`src/rtl/bld_pkg.sv`:
```
// Shared definitions for the ABO phenotype decoder and the transfusion matcher:
// phenotype codes, matcher FSM encoding and the red-cell compatibility rule.
package bld_pkg;

  localparam logic [2:0] PH_A   = 3'd0;
  localparam logic [2:0] PH_B   = 3'd1;
  localparam logic [2:0] PH_AB  = 3'd2;
  localparam logic [2:0] PH_O   = 3'd3;
  localparam logic [2:0] PH_ILL = 3'd7;

  typedef enum logic [1:0] {
    S_RCP = 2'd0,  // await recipient code
    S_DNR = 2'd1,  // await donor code
    S_RES = 2'd2   // hold verdict until taken
  } state_t;

  // Codes 4..7 carry no phenotype; only 0..3 are meaningful.
  function automatic logic ph_legal(input logic [2:0] code);
    return (code[2] == 1'b0);
  endfunction

  // Donor cells are acceptable when every antigen they carry is also carried
  // by the recipient (O carries none, AB carries both).
  function automatic logic ph_compat(input logic [2:0] rcp, input logic [2:0] dnr);
    logic r_a, r_b, d_a, d_b;
    r_a = (rcp == PH_A) || (rcp == PH_AB);
    r_b = (rcp == PH_B) || (rcp == PH_AB);
    d_a = (dnr == PH_A) || (dnr == PH_AB);
    d_b = (dnr == PH_B) || (dnr == PH_AB);
    if (dnr == PH_O) return 1'b1;
    return (!d_a || r_a) && (!d_b || r_b);
  endfunction

endpackage

```
`src/rtl/bld_sat_cnt.sv`:
```
// Saturating tally counter with synchronous clear; sticks at all-ones.
module bld_sat_cnt #(
  parameter int CNT_W = 8
) (
  input  logic             clk,
  input  logic             rst,
  input  logic             clr,
  input  logic             inc,
  output logic [CNT_W-1:0] cnt
);

  // Clear has priority over increment; increment stops at the maximum value.
  always_ff @(posedge clk) begin
    if (rst || clr) begin
      cnt <= '0;
    end else if (inc && (cnt != {CNT_W{1'b1}})) begin
      cnt <= cnt + CNT_W'(1);
    end
  end

endmodule

```
`src/rtl/bld_match.sv`:
```
// Recipient/donor transfusion matcher. Takes a recipient code then a donor
// code, holds the verdict until consumed, and tallies consumed verdicts.
module bld_match
  import bld_pkg::*;
#(
  parameter int CNT_W = 8
) (
  input  logic             clk,
  input  logic             rst,
  input  logic [2:0]       pheno_in,
  input  logic             pheno_vld,
  output logic             pheno_rdy,
  output logic             res_vld,
  input  logic             res_rdy,
  output logic             compat,
  output logic             err,
  output logic [2:0]       rcp_code,
  output logic [2:0]       dnr_code,
  input  logic             clr_cnt,
  output logic [CNT_W-1:0] match_cnt,
  output logic [CNT_W-1:0] reject_cnt,
  output logic [CNT_W-1:0] err_cnt
);

  state_t state, state_nxt;
  logic   take_code;
  logic   take_res;

  // Handshake qualifiers; both ready/valid outputs depend on state only, so
  // res_rdy never reaches pheno_rdy combinationally.
  assign pheno_rdy = (state != S_RES);
  assign res_vld   = (state == S_RES);
  assign take_code = pheno_vld && pheno_rdy;
  assign take_res  = res_vld && res_rdy;

  // State register.
  always_ff @(posedge clk) begin
    // NOTE: non-blocking so every flop samples pre-edge values regardless of block order.
    if (rst) state <= S_RCP;
    else     state <= state_nxt;
  end

  // Next-state logic: illegal recipients skip the donor and go straight to a verdict.
  always_comb begin
    // NOTE: default first so every path assigns state_nxt and no latch is inferred.
    state_nxt = state;
    unique case (state)
      S_RCP: if (take_code) state_nxt = ph_legal(pheno_in) ? S_DNR : S_RES;
      S_DNR: if (take_code) state_nxt = S_RES;
      S_RES: if (take_res)  state_nxt = S_RCP;
      default:              state_nxt = S_RCP;
    endcase
  end

  // Capture codes and form the verdict; all held untouched while in S_RES.
  always_ff @(posedge clk) begin
    if (rst) begin
      rcp_code <= '0;
      dnr_code <= '0;
      compat   <= 1'b0;
      err      <= 1'b0;
    end else if (take_code) begin
      if (state == S_RCP) begin
        rcp_code <= pheno_in;
        if (!ph_legal(pheno_in)) begin
          dnr_code <= '0;
          err      <= 1'b1;
          compat   <= 1'b0;
        end
      end else begin
        dnr_code <= pheno_in;
        err      <= !ph_legal(pheno_in);
        compat   <= ph_legal(pheno_in) && ph_compat(rcp_code, pheno_in);
      end
    end
  end

  bld_sat_cnt #(.CNT_W(CNT_W)) u_match_cnt (
    .clk (clk),
    .rst (rst),
    .clr (clr_cnt),
    .inc (take_res && !err && compat),
    .cnt (match_cnt)
  );

  bld_sat_cnt #(.CNT_W(CNT_W)) u_reject_cnt (
    .clk (clk),
    .rst (rst),
    .clr (clr_cnt),
    .inc (take_res && !err && !compat),
    .cnt (reject_cnt)
  );

  bld_sat_cnt #(.CNT_W(CNT_W)) u_err_cnt (
    .clk (clk),
    .rst (rst),
    .clr (clr_cnt),
    .inc (take_res && err),
    .cnt (err_cnt)
  );

endmodule

```
`config.mk`:
```
export PLATFORM = sky130hd
export DESIGN_NAME = bld_match
export DESIGN_NICKNAME = d
export VERILOG_FILES = /design/src/rtl/bld_pkg.sv /design/src/rtl/bld_sat_cnt.sv /design/src/rtl/bld_match.sv
export SDC_FILE = /design/constraint.sdc
export NUM_CORES = 1
export LEC_CHECK = 0
export CORE_MARGIN = 5
export CORE_UTILIZATION = 40
export DETAILED_ROUTE_END_ITERATION = 7
export PLACE_DENSITY = 0.67
export SLEW_MARGIN = 10
export SYNTH_ARGS = -nofsm -noshare
export SYNTH_HDL_FRONTEND = slang
export SYNTH_SLANG_ARGS = --single-unit
```
`constraint.sdc`:
```
create_clock -name clk -period 1.7 [get_ports clk]
set_input_delay 0.17 -clock clk [delete_from_list [all_inputs] [get_ports clk]]
set_output_delay 0.17 -clock clk [all_outputs]
set_load 0.02 [all_outputs]
```
==> notes.md <==
Synthesis and place-and-route results.

- For this run, asynchronously set or reset flops after synthesis account for 0%.
- The leakage power in the latest report is 0.000814 uW.
- In the layout the commonest cells are 39 x clkdlybuf4s50_1, 32 x dfxtp_1, 24 x nor2_1, 17 x buf_4.
- The maximum buffer depth of the clock tree is 2.
- STA classifies the critical path endpoint as an output port.
- The cell count of the worst reg-to-reg path is 6.
- The number of antenna repair diodes is 0.
- Overall routing resource usage recorded by global route was 15.3%.
- The delay of the slowest cell on the worst path is 0.66 ns.
- In this run the layout overhead on the synthesized area is reported as 38.5%.
- Per the post-route antenna check, the number of violating nets is 0.
- The floorplan die height is 74.7 microns.
- The starting utilization of the core area is 41.6%.
- STA lists the maximum fanout along the critical path as 7.
- The number of primary I/O pins is 42.
- The global-route wire length before repair is 6.53 mm.
- Setup repair after global routing left no endpoint under its margin.
- Looking at the max-slew report, the worst-margin pin has a slew of about 0.34 ns.
- RePlAce ended its routability-driven mode at a weighted congestion of 0.790.
- Across the VDD grid, the largest voltage drop is 453 uV.
- The share of the clock period used by the worst path is a little over 90%.
- The net count after synthesis is 200.
- Cells fill 57.6% of the core in the end.
- On the critical path the largest part of the delay comes from buffers and inverters.
- The number of vias per cell after detailed routing is 5.32.
- After synthesis the cells add up to 1680 sq um.
- The number of antenna violations at the first check in global routing is 0.
- The library cell used most frequently in the layout, excluding fill and tap cells, is clkdlybuf4s50_1.
- In this run the horizontal extent of the chip is between 70 and 80 microns.
- The clock tree synthesis step divided the H-tree into 2 levels.
- The remaining global-route overflow is 0.
- During synthesis, Yosys emitted a total of 0 warnings.
- The final number of max-transition violations is 0.
- Note, the detailed placer reported a final HPWL of 2.85 mm.
- The post-synthesis cell count from yosys is 189.
- The worst hold margin is 0.495 ns.
- In this run the full chip footprint comes out at 5580 sq um.
- The number of max-cap violations is 0.
- The post-synth area from yosys stat is approximately 1700 sq um.
- The worst-case headroom to the max-slew limit is 77.0%.
- The capture point of the critical path is reject_cnt[2].
- The final power report lists total power as 1540 uW.
- The slowest cell on the critical path is clkdlybuf4s50_1.
- The flow ran to the end, and the final reports show no timing, DRC or antenna violations.
- The launch point of the critical path is u_reject_cnt.cnt[2].
- The number of flops mapped to enable cells by yosys is 0.
- The worst setup path is launched from a flop.
- The timing report notes that buffer and inverter cells on the critical path total 1.
- Buffers added to address setup during post-CTS repair amount to 0.
- The routed wire length is 3.92 mm.
- The tree is rooted in a clkbuf_8.
- The start of the worst register-to-register path is u_match_cnt.cnt[0].
- The data arrival time at the worst-slack endpoint is 1.42 ns.
- TritonCTS built the clock tree.
- The instance tally after logic synthesis is 189.
- OpenROAD emitted warnings numbering 26.
- For this run, design rule violations remaining after detail routing come to 0.
- The clock sink total is 34.
- The final number of setup-violating endpoints is 0.
- The report puts the hold buffer count at CTS at 0.
- In the final report, the number of hold violations comes to 0.
- The core footprint is 4030 sq um.
- Once synthesis finished, the tally of register bits stood at 34.
- The number of rows created at floorplan is 23.
- In the final layout, the share of cells above drive strength 1 is 14.7%.
- The synthesized netlist contains 44 unique library cells.
- The total number of nets in the final design is 256.
## worst register-to-register path, stage by stage (launching register included)
cell,delay (ns)
dfxtp_1,0.39
ha_2,0.22
nand4_1,0.18
buf_4,0.20
o2111ai_1,0.24
xor2_1,0.17
nor2_1,0.05
## sequential cells by signal (all words and copies together) (netlist names)
name / flops
u_reject_cnt.cnt: 8
compat: 1
state: 2
u_match_cnt.cnt: 8
dnr_code: 3
err: 1
u_err_cnt.cnt: 8
rcp_code: 3
## layer usage
layer	global-route usage, %	up-vias	part of all wire [%]
li1	-	806	-
met1	19.3	720	49
met2	23.7	37	44
met3	5.61	5	5.8
met4	5.93	0	1.2
met5	0	-	0
## cell usage after synthesis, drive strengths merged (2+ instances only)
cell type	instances	area, sq um
a2111oi	2	30.0
a211oi	4	30.0
a21o	2	15.0
a21oi	12	60.1
a22oi	2	15.0
a31oi	3	18.8
a32oi	3	26.3
and3	6	38.8
and4	2	17.5
clkbuf	8	30.0
dfxtp	34	681
ha	3	37.5
inv	5	18.8
mux2i	3	30.0
nand2	11	48.8
nand2b	2	12.5
nand3	12	60.1
nand4	2	12.5
nand4b	2	17.5
nor2	24	90.1
nor3	3	15.0
nor4	2	12.5
o2111ai	3	26.3
o21ai	8	40.0
o31ai	2	15.0
or3	3	18.8
or4	2	15.0
xnor2	6	52.6
xor2	5	43.8
## power breakdown
part,leakage (uW),switching (uW),internal [uW]
clock network,0.0000438,291,275
registers,0.000276,13.4,809
logic,0.000495,76.5,74.2
## kinds of logic after synthesis
group,Yosys count,synth area share (%)
xor gates and xnor gates,11,5.75
muxes,3,1.79
AOI/OAI and AO/OA,48,20.8
buffers and inverters,14,3.58
and+or+nand+nor,76,25.2
adders and majority gates,3,2.24
DFF,34,40.6
## through the flow
stage | setup WS, ns | cells | setup TNS (ns) | instance area [sq um]
after floorplan | 0.0410 | 189 | 0 | 1680
after global placement | -0.0633 | 288 | -0.0828 | 2230
after detailed placement | -0.0878 | 288 | -0.135 | 2230
after CTS | 0.0363 | 295 | 0 | 2310
after global routing | 0.00349 | 295 | 0 | 2320
final | 0.114 | 295 | 0 | 2320
## how the worst min path moves through the flow
stage	startpoint	to	cells past startpoint
2_1_floorplan	pheno_in[0]	rcp_code[0]	2
3_3_place_gp	dnr_code[0]	dnr_code[0]	2
3_5_place_dp	dnr_code[1]	dnr_code[1]	2
4_1_cts	dnr_code[0]	dnr_code[0]	2
5_1_grt	dnr_code[1]	dnr_code[1]	2
6_report	dnr_code[0]	dnr_code[0]	2
## final cells by class
class | count | area [sq um]
Clock inverter | 2 | 10.0
Tap cell | 50 | 62.6
Timing Repair Buffer | 58 | 536
Multi-Input combinational cell | 141 | 942
Inverter | 5 | 18.8
Sequential cell | 34 | 683
Fill cell | 390 | 1710
Clock buffer | 5 | 68.8
## repair_timing
| item | 4_1_cts | 5_1_grt |
|---|---|---|
| hold endpoints to repair | 0 | 0 |
| resized | 3 | 3 |
| endpoints found under the setup margin | 2 | 4 |
Figure 1. Routed clock nets over the placement.
(4 px per micron)
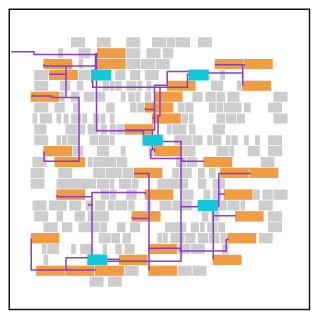
purple -> clock wires  # length 493 microns
cyan -> clock-net drivers  # count 5
orange -> flip-flops  # count 34
flops lie = spread over the die

Figure 2. Where the registers sit.
(4 px per micron)
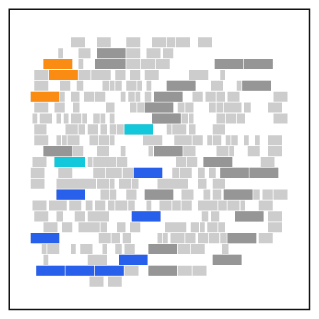
cyan -> state  # sequential cells 2
blue -> u_reject_cnt.cnt  # sequential cells 8
orange -> dnr_code  # sequential cells 3
not coloured = 21
power attributed to sequential cells: 822 uW
Seq area share: 29.4%

Figure 3. Routing congestion.
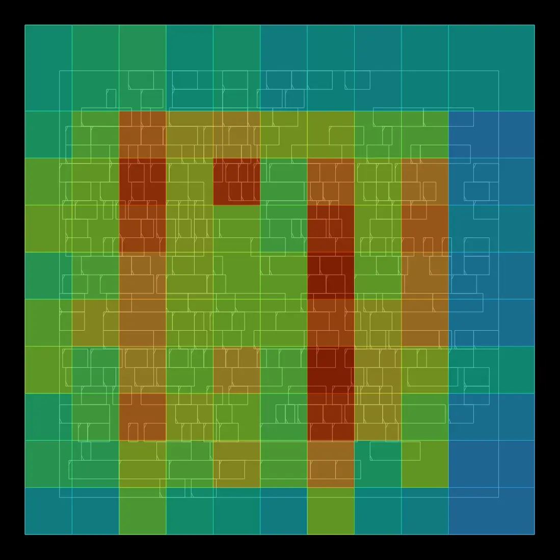
global routing met3 resource utilization: 5.61%
Routed WL per cell: 13.3 microns

No activity file was given, so power comes from the tool's default toggle rates.
